### src/rtl/sr_pulse_pkg.sv
// Shared types and default parameters for the set/reset pulse front-end.
package sr_pulse_pkg;

  typedef enum logic [1:0] {IDLE, PULSE_S, PULSE_R, GAP} sr_state_t;

  localparam int unsigned DEBOUNCE_DEF = 4;
  localparam int unsigned GAP_DEF      = 2;
  localparam int unsigned CNT_W_DEF    = 8;

endpackage

### src/rtl/sr_debounce.sv
// Two-flop synchronizer, debounce filter and debounced-rising-edge event for one request line.
module sr_debounce
  import sr_pulse_pkg::*;
#(
  parameter int unsigned DEBOUNCE = DEBOUNCE_DEF
) (
  input  logic clk,
  input  logic rst,
  input  logic din,
  output logic ev_c
);

  localparam int unsigned CW = $clog2(DEBOUNCE + 1);

  logic          sync1_q, sync1_d;
  logic          sync2_q, sync2_d;
  logic          stable_q, stable_d;
  logic          stable_dly_q, stable_dly_d;
  logic [CW-1:0] cnt_q, cnt_d;

  // Toggle the accepted level only after DEBOUNCE consecutive disagreeing samples.
  always_comb begin
    sync1_d      = din;
    sync2_d      = sync1_q;
    stable_d     = stable_q;
    stable_dly_d = stable_q;
    cnt_d        = '0;
    if (sync2_q != stable_q) begin
      if (cnt_q == CW'(DEBOUNCE - 1)) begin
        stable_d = ~stable_q;
      end else begin
        cnt_d = cnt_q + CW'(1);
      end
    end
  end

  always_ff @(posedge clk) begin
    if (rst) begin
      sync1_q      <= 1'b0;
      sync2_q      <= 1'b0;
      stable_q     <= 1'b0;
      stable_dly_q <= 1'b0;
      cnt_q        <= '0;
    end else begin
      sync1_q      <= sync1_d;
      sync2_q      <= sync2_d;
      stable_q     <= stable_d;
      stable_dly_q <= stable_dly_d;
      cnt_q        <= cnt_d;
    end
  end

  assign ev_c = stable_q & ~stable_dly_q;

endmodule

### src/rtl/sr_pulse_gen.sv
// Turns debounced set/clear requests into mutually exclusive, gap-spaced s/r pulses.
module sr_pulse_gen #(
  parameter int unsigned DEBOUNCE = sr_pulse_pkg::DEBOUNCE_DEF,
  parameter int unsigned GAP      = sr_pulse_pkg::GAP_DEF,
  parameter int unsigned CNT_W    = sr_pulse_pkg::CNT_W_DEF
) (
  input  logic             clk,
  input  logic             rst,
  input  logic             set_req,
  input  logic             clr_req,
  output logic             s,
  output logic             r,
  output logic             busy,
  output logic [CNT_W-1:0] drop_cnt
);
  import sr_pulse_pkg::*;

  localparam int unsigned GW = (GAP > 1) ? $clog2(GAP) : 1;
  localparam int unsigned SW = CNT_W + 2;

  logic ev_s_c, ev_r_c;

  sr_debounce #(.DEBOUNCE(DEBOUNCE)) u_deb_set (
    .clk (clk),
    .rst (rst),
    .din (set_req),
    .ev_c(ev_s_c)
  );

  sr_debounce #(.DEBOUNCE(DEBOUNCE)) u_deb_clr (
    .clk (clk),
    .rst (rst),
    .din (clr_req),
    .ev_c(ev_r_c)
  );

  sr_state_t        state_q, state_d;
  logic [GW-1:0]    gap_cnt_q, gap_cnt_d;
  logic             pend_s_q, pend_s_d;
  logic             pend_r_q, pend_r_d;
  logic [CNT_W-1:0] drop_q, drop_d;
  logic             s_q, s_d;
  logic             r_q, r_d;
  logic             busy_q, busy_d;
  logic             take_s, take_r, discard;
  logic             merge_s, merge_r;
  logic [SW-1:0]    drop_sum;

  always_comb begin
    state_d   = state_q;
    gap_cnt_d = '0;
    take_s    = 1'b0;
    take_r    = 1'b0;
    discard   = 1'b0;
    case (state_q)
      // Clear has priority; a simultaneously pending set is thrown away.
      IDLE: begin
        if (pend_r_q) begin
          state_d = PULSE_R;
          take_r  = 1'b1;
          if (pend_s_q) begin
            take_s  = 1'b1;
            discard = 1'b1;
          end
        end else if (pend_s_q) begin
          state_d = PULSE_S;
          take_s  = 1'b1;
        end
      end
      PULSE_S, PULSE_R: state_d = (GAP > 0) ? sr_pulse_pkg::GAP : IDLE;
      sr_pulse_pkg::GAP: begin
        if (gap_cnt_q == GW'(GAP - 1)) begin
          state_d = IDLE;
        end else begin
          gap_cnt_d = gap_cnt_q + GW'(1);
        end
      end
      default: state_d = IDLE;
    endcase

    // An event landing on an already-pending flag is merged and counted as dropped.
    merge_s  = ev_s_c & pend_s_q;
    merge_r  = ev_r_c & pend_r_q;
    pend_s_d = (pend_s_q | ev_s_c) & ~take_s;
    pend_r_d = (pend_r_q | ev_r_c) & ~take_r;

    drop_sum = SW'(drop_q) + SW'(merge_s) + SW'(merge_r) + SW'(discard);
    if (drop_sum > SW'({CNT_W{1'b1}})) begin
      drop_d = '1;
    end else begin
      drop_d = drop_sum[CNT_W-1:0];
    end

    s_d    = (state_d == PULSE_S);
    r_d    = (state_d == PULSE_R);
    busy_d = (state_d != IDLE);
  end

  always_ff @(posedge clk) begin
    if (rst) begin
      state_q   <= IDLE;
      gap_cnt_q <= '0;
      pend_s_q  <= 1'b0;
      pend_r_q  <= 1'b0;
      drop_q    <= '0;
      s_q       <= 1'b0;
      r_q       <= 1'b0;
      busy_q    <= 1'b0;
    end else begin
      state_q   <= state_d;
      gap_cnt_q <= gap_cnt_d;
      pend_s_q  <= pend_s_d;
      pend_r_q  <= pend_r_d;
      drop_q    <= drop_d;
      s_q       <= s_d;
      r_q       <= r_d;
      busy_q    <= busy_d;
    end
  end

  assign s        = s_q;
  assign r        = r_q;
  assign busy     = busy_q;
  assign drop_cnt = drop_q;

endmodule

### config.mk
export PLATFORM = sky130hd
export DESIGN_NAME = sr_pulse_gen
export DESIGN_NICKNAME = d
export VERILOG_FILES = /design/src/rtl/sr_pulse_pkg.sv /design/src/rtl/sr_debounce.sv /design/src/rtl/sr_pulse_gen.sv
export SDC_FILE = /design/constraint.sdc
export NUM_CORES = 1
export LEC_CHECK = 0
export ABC_CLOCK_PERIOD_IN_PS = 2600
export CORE_MARGIN = 1.5
export CORE_UTILIZATION = 26
export DETAILED_ROUTE_END_ITERATION = 12
export PLACE_DENSITY = 0.49
export SLEW_MARGIN = 20
export SYNTH_ARGS = -nofsm -noshare
export SYNTH_HDL_FRONTEND = slang
export SYNTH_SLANG_ARGS = --single-unit
### constraint.sdc
create_clock -name clk -period 2.6 [get_ports clk]
set_input_delay 0.26 -clock clk [delete_from_list [all_inputs] [get_ports clk]]
set_output_delay 0.26 -clock clk [all_outputs]
set_load 0.005 [all_outputs]
### Selected gate families, run 1

The bar under the picture is 20 µm long.
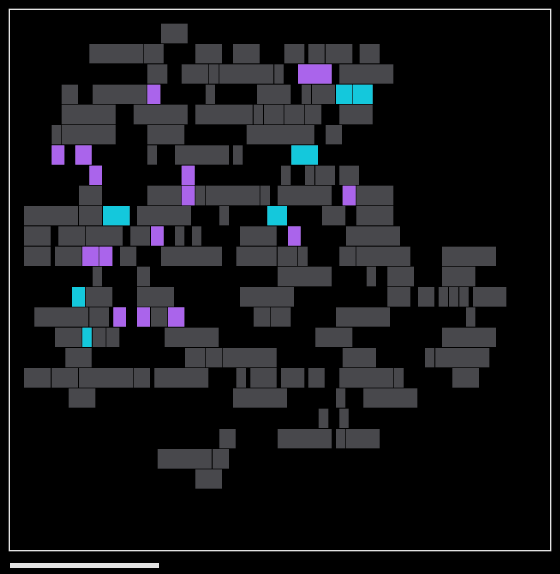
| colour | family | cells |
|---|---|---|
| cyan | NAND gates | 7 |
| purple | inverting AOI/OAI gates | 15 |
combinational fraction of the cell area: 37.8%
filler-free cell count of the finished design: 208
commonest non-fill, non-tap cell in the layout: sky130_fd_sc_hd__dfxtp_1

### Routed metal, one colour a layer, run 1

Two of the layers only.
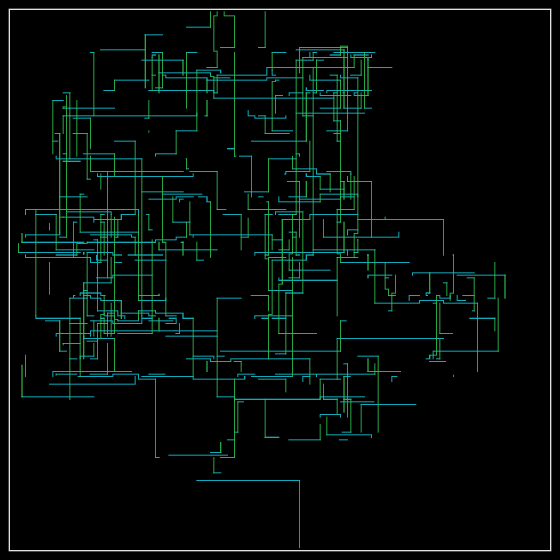
| colour | layer | wire length |
|---|---|---|
| green | metal 2 | 1040 µm |
| cyan | metal 1 | 1130 µm |

### Ports around the boundary, run 1

Pins as bars across the die edge, other pins in grey.
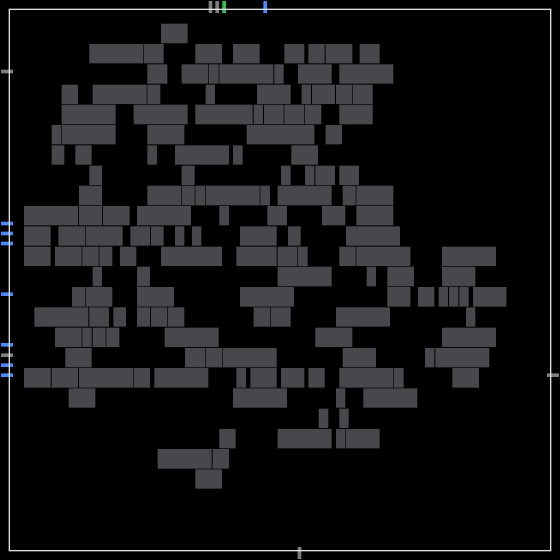
| colour | port | pins | direction | edge |
|---|---|---|---|---|
| blue | drop_cnt | 8 | output | 7 left, 1 top |
| green | busy | 1 | output | top |

-- run 1: how the worst max path moves through the flow --
stage,end,slack (ns)
2_1_floorplan,drop_cnt[7],0.04
3_3_place_gp,drop_cnt[7],0.02
3_5_place_dp,drop_cnt[7],-0.05
4_1_cts,drop_cnt[7],0.002
5_1_grt,drop_cnt[7],-0.009
6_report,drop_cnt[7],0.12
-- run 1: cells by family after synthesis --
group                    Yosys count
XOR/XNOR                           3
adder cells (fa/ha/maj)           11
flip-flops                        30
multiplexers                       2
AND/OR/NAND/NOR                   47
buffers and inverters             17
AND-OR/OR-AND                     17
-- run 1: power groups by stage --
stage	clock (µW)	sequential, µW	combinational, µW
5_1_grt	417	497	185
2_1_floorplan	0	508	82.3
4_1_cts	397	496	156
6_report	381	495	163
3_3_place_gp	0	503	151
3_5_place_dp	0	505	151
-- run 1: sequential cells by signal, summed over array words and instances (netlist names) --
signal	count
u_deb_clr.stable_dly_q	1
drop_cnt	8
u_deb_set.stable_dly_q	1
s	1
pend_s_q	1
state_q	2
u_deb_set.sync2_q	1
u_deb_clr.cnt_q	3
u_deb_clr.sync2_q	1
u_deb_clr.sync1_q	1
u_deb_set.stable_dly_d	1
u_deb_set.cnt_q	3
gap_cnt_q	1
busy	1
pend_r_q	1
r	1
u_deb_set.sync1_q	1
u_deb_clr.stable_dly_d	1
-- run 1: synth_stat cells (all sizes together) --
| cell type | instances |
|---|---|
| a22o | 1 |
| a31oi | 3 |
| o211a | 1 |
| and4b | 2 |
| clkbuf | 2 |
| and3b | 2 |
| nand2b | 1 |
| nor2 | 13 |
| or4 | 1 |
| a211oi | 1 |
| nand2 | 1 |
| inv | 15 |
| nor3 | 2 |
| xnor2 | 2 |
| or3 | 5 |
| xor2 | 1 |
| or2 | 1 |
| ha | 9 |
| dfxtp | 30 |
| a21oi | 8 |
| fa | 2 |
| nor4bb | 1 |
| nor3b | 5 |
| o21ai | 3 |
| nand3 | 3 |
| nor2b | 8 |
| mux2i | 2 |
| nand3b | 2 |
-- run 1: through the flow --
step | std cells | hold WS (ns) | utilization [%]
after global routing | 208 | 0.448 | 34.6
final | 208 | 0.422 | 34.6
after detailed placement | 200 | 0.420 | 32.2
after CTS | 208 | 0.430 | 34.4
after floorplan | 127 | 0.332 | -
after global placement | 200 | 0.406 | 32.2
-- run 1: repair_timing --
action,4_1_cts,5_1_grt
endpoints found under the setup margin,1,7
hold buffers,0,0
pin swaps,2,4
gates resized,6,3
-- run 1: layout make-up --
cell class / instances / area, µm² / area share, %
Timing Repair Buffer: 21 / 193 / 11.9
Tap cell: 54 / 67.6 / 4.16
Multi-Input combinational cell: 80 / 614 / 37.8
Clock inverter: 1 / 5.00 / 0.308
Inverter: 15 / 56.3 / 3.47
Sequential cell: 30 / 602 / 37.1
Clock buffer: 7 / 86.3 / 5.32
-- run 1: routing by layer --
metal / GRT usage [%] / up-vias / wire length [µm]
met1: 12.7 / 427 / 1130
met2: 15.2 / 16 / 1040
met5: 0 / - / 0
met4: 4.61 / 0 / 33
met3: 5.00 / 4 / 108
li1: - / 475 / -
==> flow_summary.json, run 1 <==
{
  "fin_crit_ns": 2.48,
  "timing.setup.tns_ns": 0,
  "regToRegStartpoint": "pend_r_q",
  "gr-total-overflow": 0,
  "internal_power_consumption_uw": 787,
  "vias": 922,
  "port-buffer-count": 14,
  "detailedPlacementHpwl_mm": 1.69,
  "groute.usage.overall_pct": 10.3,
  "slew-limit-headroom_pct": 64.8,
  "placed_cell_area_um2": 1510,
  "final_critical_path_setup_slack_ns": 0.125,
  "pwr-share-seq_pct": 47.7,
  "ff2ff_path_depth": 9,
  "area_overhead_vs_synth_pct": 29.3,
  "hold-path-cell-count": 1,
  "min-delay-path-class": "reg2reg",
  "n_fill_cell": 479,
  "vias_in_the_first_global_route": 917,
  "critical_path_cell_count": 9,
  "dr_vias_cell": 4.43,
  "clock.latency.late_pin_ns": 0.28,
  "drt_iter0_markers": 24,
  "synthAoiAreaFrac_pct": 8.37,
  "ys_cells": 127,
  "route.detailed.wl_per_inst_um": 11.1,
  "final_area_um2": 1620,
  "seq_cells_post_synth": 30,
  "synth_xor_xnor_area_share_pct": 2.09,
  "cp.buffers_inverters": 2,
  "layout_top_cells": "sky130_fd_sc_hd__dfxtp_1, sky130_fd_sc_hd__clkdlybuf4s50_1, sky130_fd_sc_hd__nor2_1",
  "run_status": "complete, no violations",
  "worst_path_largest_cell_delay_ns": 0.51,
  "combinationalPowerShare_pct": 15.7,
  "timing.critical_path.arrival_ns": 2.65,
  "antenna_cells_inserted": 0,
  "first_pass_grt_wire_length_mm": 4.08,
  "switching_power_uw": 251,
  "layout-drive-gt1-share_pct": 16.2,
  "min_to": "u_deb_clr.cnt_q[0]",
  "max_freq_mhz": 404,
  "synth_area_leaders": "sky130_fd_sc_hd__dfxtp_1, sky130_fd_sc_hd__ha_1, sky130_fd_sc_hd__inv_1, sky130_fd_sc_hd__nor2b_1, sky130_fd_sc_hd__nor2_1",
  "grt_antenna_before_repair": 0,
  "fp.dieArea_um2": 5260,
  "dp_slack_ns": -0.0525,
  "path_max_fanout": 5,
  "power.switching_fraction_pct": 24.2,
  "post-cts-setup-buffer-count": 0,
  "power_density_nw_per_um2": 639,
  "slew_viol_final": 0,
  "ir_drop_uv": 240,
  "syn_avg_cell_area_um2": 9.89,
  "stage_log_warnings": 29,
  "synth_simple_gate_area_share_pct": 22.9,
  "postSynthCellCount": 127,
  "largest_net_degree_at_the_start_of_global_routing": 15,
  "totalPowerFinal_uw": 1040,
  "yosys_area_um2": 1260,
  "clock-sinks": 30,
  "clk_pin_slew_ns": 0.06,
  "power.leakage_uw": 0.000633,
  "ys_seq_share_pct": 47.8,
  "synth-warning-count": 0,
  "min_from": "u_deb_clr.cnt_q[0]",
  "tightestPinTransition_ns": 0.526,
  "period_used_pct": 95.2,
  "cts_tree": "built",
  "worstSetupPathType": "reg2reg",
  "drcViolationCount": 0,
  "clk_root_buffer_cell": "sky130_fd_sc_hd__clkbuf_8",
  "timing.reg2reg.setup_slack_ns": 0.12,
  "ctsHtreeMaxLevel": 2,
  "io_pins": 15,
  "setup_violations": 0,
  "share_clk_of_total_power_pct": 36.7,
  "synthDistinctLibCells": 30,
  "fp.dieH_um": 72.5,
  "synth-adder-area-share_pct": 12.2,
  "largest_family_of_logic_cells_by_area": "simple AND/OR/NAND/NOR gates",
  "core_util_floorplan_pct": 26.8,
  "path_delay_family": "adder cells",
  "detail-route-antenna-nets": 0,
  "clockBufferDepth": 2,
  "place_congestion": 0.725,
  "dieWidth_um": 72.5,
  "netlist_area_um2": 1260,
  "yosys.area.top_type_share_pct": 47.8,
  "setup.worst_path.start": "pend_r_q",
  "cap_violations": 0,
  "synth_area_leader": "sky130_fd_sc_hd__dfxtp_1",
  "rsz0062_at_grt": "true",
  "crit_path_start_kind": "flip-flop",
  "critical_path.cell_chain": "nand3b_1 > fa_1 > inv_1 > ha_2 > inv_2 > fa_2 > and4b_4 > or4_1 > o211a_1",
  "num_rows": 25,
  "synth.area.mux_share_pct": 1.59,
  "cts_buffers": 5,
  "nets": 168,
  "timing.critical_path.required_ns": 2.77,
  "r2r-end": "drop_cnt[7]",
  "final_routed_wirelength_mm": 2.31,
  "critPathCaptureType": "flip-flop",
  "timing_hold_violations_final": 0,
  "first_pass_iters": 4,
  "postSynthNetCount": 142,
  "core_area_um2": 4690,
  "worst_path_max_delay_cell": "sky130_fd_sc_hd__fa_1",
  "finClkSkew_ns": 0.00796
}
--- run 2 (diff from run 1) ---
--- a/config.mk
+++ b/config.mk
@@ -6,7 +6,6 @@
 export NUM_CORES = 1
 export LEC_CHECK = 0
 export ABC_CLOCK_PERIOD_IN_PS = 2600
-export CORE_MARGIN = 1.5
 export CORE_UTILIZATION = 26
 export DETAILED_ROUTE_END_ITERATION = 12
 export PLACE_DENSITY = 0.49
### Where the registers sit, run 2

The bar under the picture is 20 µm long. Other sequential cells in the stronger grey, the rest of the logic in the fainter grey.
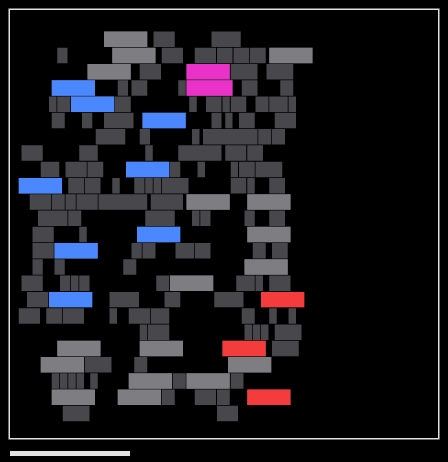
| colour | signal | sequential cells |
|---|---|---|
| blue | drop_cnt | 8 |
| red | u_deb_clr.cnt_q | 3 |
| magenta | state_q | 2 |
not coloured: 17
Seq. pwr: 495 µW
Seq/total area: 36.1%
final standard cell utilization of the core: 37.0%
Register Area: 602 µm²

### Ports around the boundary, run 2

Pins as bars across the die edge, other pins in grey.
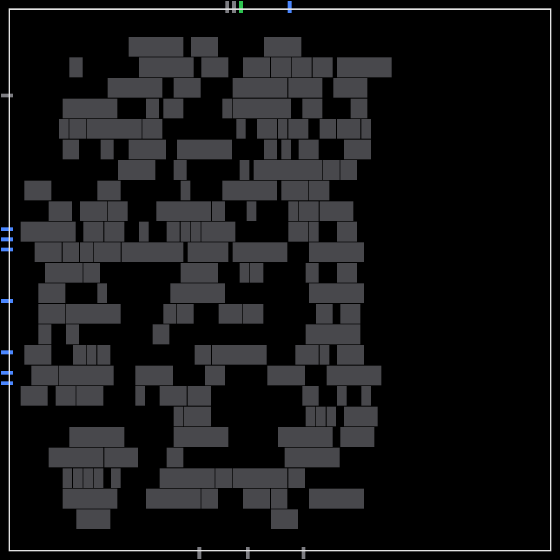
| colour | port | pins | direction | edge |
|---|---|---|---|---|
| blue | drop_cnt | 8 | output | 7 left, 1 top |
| green | busy | 1 | output | top |

==> run 2 against run 1 <==
Net effect:
- wire length grew 7.3%
- cell count rose by 1.9%
- via count rose by 4.8%
- count of clock-buffer cells in the layout stayed put
- critical path depth grew 2
- critical path type unchanged
- largest cell class unchanged
- highest routed layer unchanged
==> flow_summary.json, run 2 <==
{
  "port-buffer-count": 14,
  "min-delay-path-class": "reg2reg",
  "finClkSkew_ns": 0.00111,
  "path_max_fanout": 3,
  "io_pins": 15,
  "detail-route-antenna-nets": 0,
  "place_congestion": 0.696,
  "slew-limit-headroom_pct": 66.5,
  "largest_reg_flops": 8,
  "synth_area_leaders": "sky130_fd_sc_hd__dfxtp_1, sky130_fd_sc_hd__ha_1, sky130_fd_sc_hd__inv_1, sky130_fd_sc_hd__nor2b_1, sky130_fd_sc_hd__nor2_1",
  "cts_buffers": 5,
  "edff_count_synth": 0,
  "antenna_cells_inserted": 0,
  "seq_cells_post_synth": 30,
  "netlist_area_um2": 1260,
  "crit_path_start_kind": "flip-flop",
  "final_area_um2": 1670,
  "vias": 966,
  "worstSetupPathType": "reg2reg",
  "dr_vias_cell": 4.56,
  "fp.dieH_um": 71.5,
  "fin_crit_ns": 2.57,
  "core_util_floorplan_pct": 27.9,
  "power.leakage_uw": 0.000658,
  "max_freq_mhz": 389,
  "vias_in_the_first_global_route": 977,
  "route.detailed.wl_per_inst_um": 11.7,
  "timing_hold_violations_final": 0,
  "synth-warning-count": 0,
  "drt_iter0_markers": 3,
  "grt_antenna_before_repair": 0,
  "timing.reg2reg.setup_slack_ns": 0.03,
  "period_used_pct": 98.8,
  "clock-sinks": 30,
  "n_fill_cell": 459,
  "yosys.area.top_type_share_pct": 47.8,
  "num_rows": 24,
  "postSynthNetCount": 142,
  "tightestPinTransition_ns": 0.502,
  "combGateArea_um2": 614,
  "ir_drop_uv": 299,
  "yosys_area_um2": 1260,
  "fp.dieArea_um2": 5110,
  "first_pass_iters": 2,
  "totalPowerFinal_uw": 1060,
  "stage_log_warnings": 29,
  "drcViolationCount": 0,
  "power_density_nw_per_um2": 636,
  "clk_root_buffer_cell": "sky130_fd_sc_hd__clkbuf_8",
  "postSynthCellCount": 127,
  "rsz0062_at_grt": "true",
  "first_pass_grt_wire_length_mm": 4.24,
  "critPathCaptureType": "flip-flop",
  "synth_area_leader": "sky130_fd_sc_hd__dfxtp_1",
  "cts_tree": "built",
  "slew_viol_final": 0,
  "ctsHtreeMaxLevel": 2,
  "nets": 174,
  "layout_top_cells": "sky130_fd_sc_hd__dfxtp_1, sky130_fd_sc_hd__clkdlybuf4s50_1, sky130_fd_sc_hd__nor2_1, sky130_fd_sc_hd__buf_4, sky130_fd_sc_hd__inv_1",
  "clockBufferDepth": 2,
  "clk_pin_slew_ns": 0.06,
  "area_overhead_vs_synth_pct": 32.7,
  "run_status": "complete, no violations",
  "timing.critical_path.arrival_ns": 2.74,
  "groute.usage.overall_pct": 10.8,
  "setup_violations": 0,
  "yosys-top-cells-count": "sky130_fd_sc_hd__dfxtp_1, sky130_fd_sc_hd__inv_1, sky130_fd_sc_hd__nor2_1, sky130_fd_sc_hd__ha_1",
  "synthDistinctLibCells": 30,
  "gr-total-overflow": 0,
  "detailedPlacementHpwl_mm": 1.77,
  "ys_cells": 127
}
[run 2: cell counts after synthesis]
Identical to the previous run, type by type.
[run 2: stage by stage]
step	worst slack, ns	cells	hold WS [ns]	setup TNS [ns]
2_1_floorplan	0.0409	127	0.332	0
3_3_place_gp	-0.000343	199	0.406	-0.000343
3_5_place_dp	-0.0646	199	0.426	-0.0646
4_1_cts	0.0102	210	0.438	0
5_1_grt	-0.0592	212	0.451	-0.0745
6_report	0.0310	212	0.431	0
[run 2: report_power, final]
group / leakage [µW] / switching [µW] / total (µW) / internal (µW)
Combinational: 0.000367 / 79.8 / 185 / 105
Clock: 0.0000482 / 168 / 381 / 213
Sequential: 0.000243 / 9.36 / 495 / 486
[run 2: metal layers]
metal  track usage [%]  vias up  wire (µm)
met5                 0        -          0
met4              6.10        0         57
met3              3.38        7        106
met2              18.6       15       1200
met1              11.7      453       1110
li1                  -      491          -
[run 2: repair_timing]
action	in CTS	in global routing
buffers inserted	3	2
gates resized	6	4
pin swaps	3	3
setup endpoints to repair	1	8
[run 2: layout make-up]
type / instances / share of cell area, %
timing repair buffer: 27 / 14.3
multi-input combinational: 80 / 36.9
tap: 52 / 3.90
clock inverter: 1 / 0.300
inverter: 15 / 3.38
clock buffer: 7 / 5.18
sequential: 30 / 36.1
[run 2: logic make-up after synthesis]
| kind of cell | share of synthesized area, % |
|---|---|
| DFF | 47.8 |
| and+or+nand+nor | 22.9 |
| xor gates and xnor gates | 2.09 |
| AOI/OAI and AO/OA | 8.37 |
| adders and majority gates | 12.2 |
| buffers and inverters | 5.08 |
| muxes | 1.59 |
[run 2: worst paths after layout]
check | startpoint | to | cells past startpoint
min | u_deb_clr.cnt_q[0] | u_deb_clr.cnt_q[0] | 1
max reg2reg | state_q[0] | drop_cnt[7] | 11
min reg2reg | u_deb_clr.cnt_q[0] | u_deb_clr.cnt_q[0] | 1
max | state_q[0] | drop_cnt[7] | 11
[run 2: worst max-delay path, stage by stage (launching register included)]
cell,delay (ns)
sky130_fd_sc_hd__dfxtp_2,0.33
sky130_fd_sc_hd__inv_2,0.07
sky130_fd_sc_hd__ha_4,0.13
sky130_fd_sc_hd__nand3_2,0.08
sky130_fd_sc_hd__fa_1,0.54
sky130_fd_sc_hd__inv_1,0.05
sky130_fd_sc_hd__ha_2,0.19
sky130_fd_sc_hd__inv_2,0.05
sky130_fd_sc_hd__fa_2,0.19
sky130_fd_sc_hd__and4b_4,0.21
sky130_fd_sc_hd__or4_1,0.50
sky130_fd_sc_hd__o211a_1,0.13
No activity file was given, so power comes from the tool's default toggle rates.
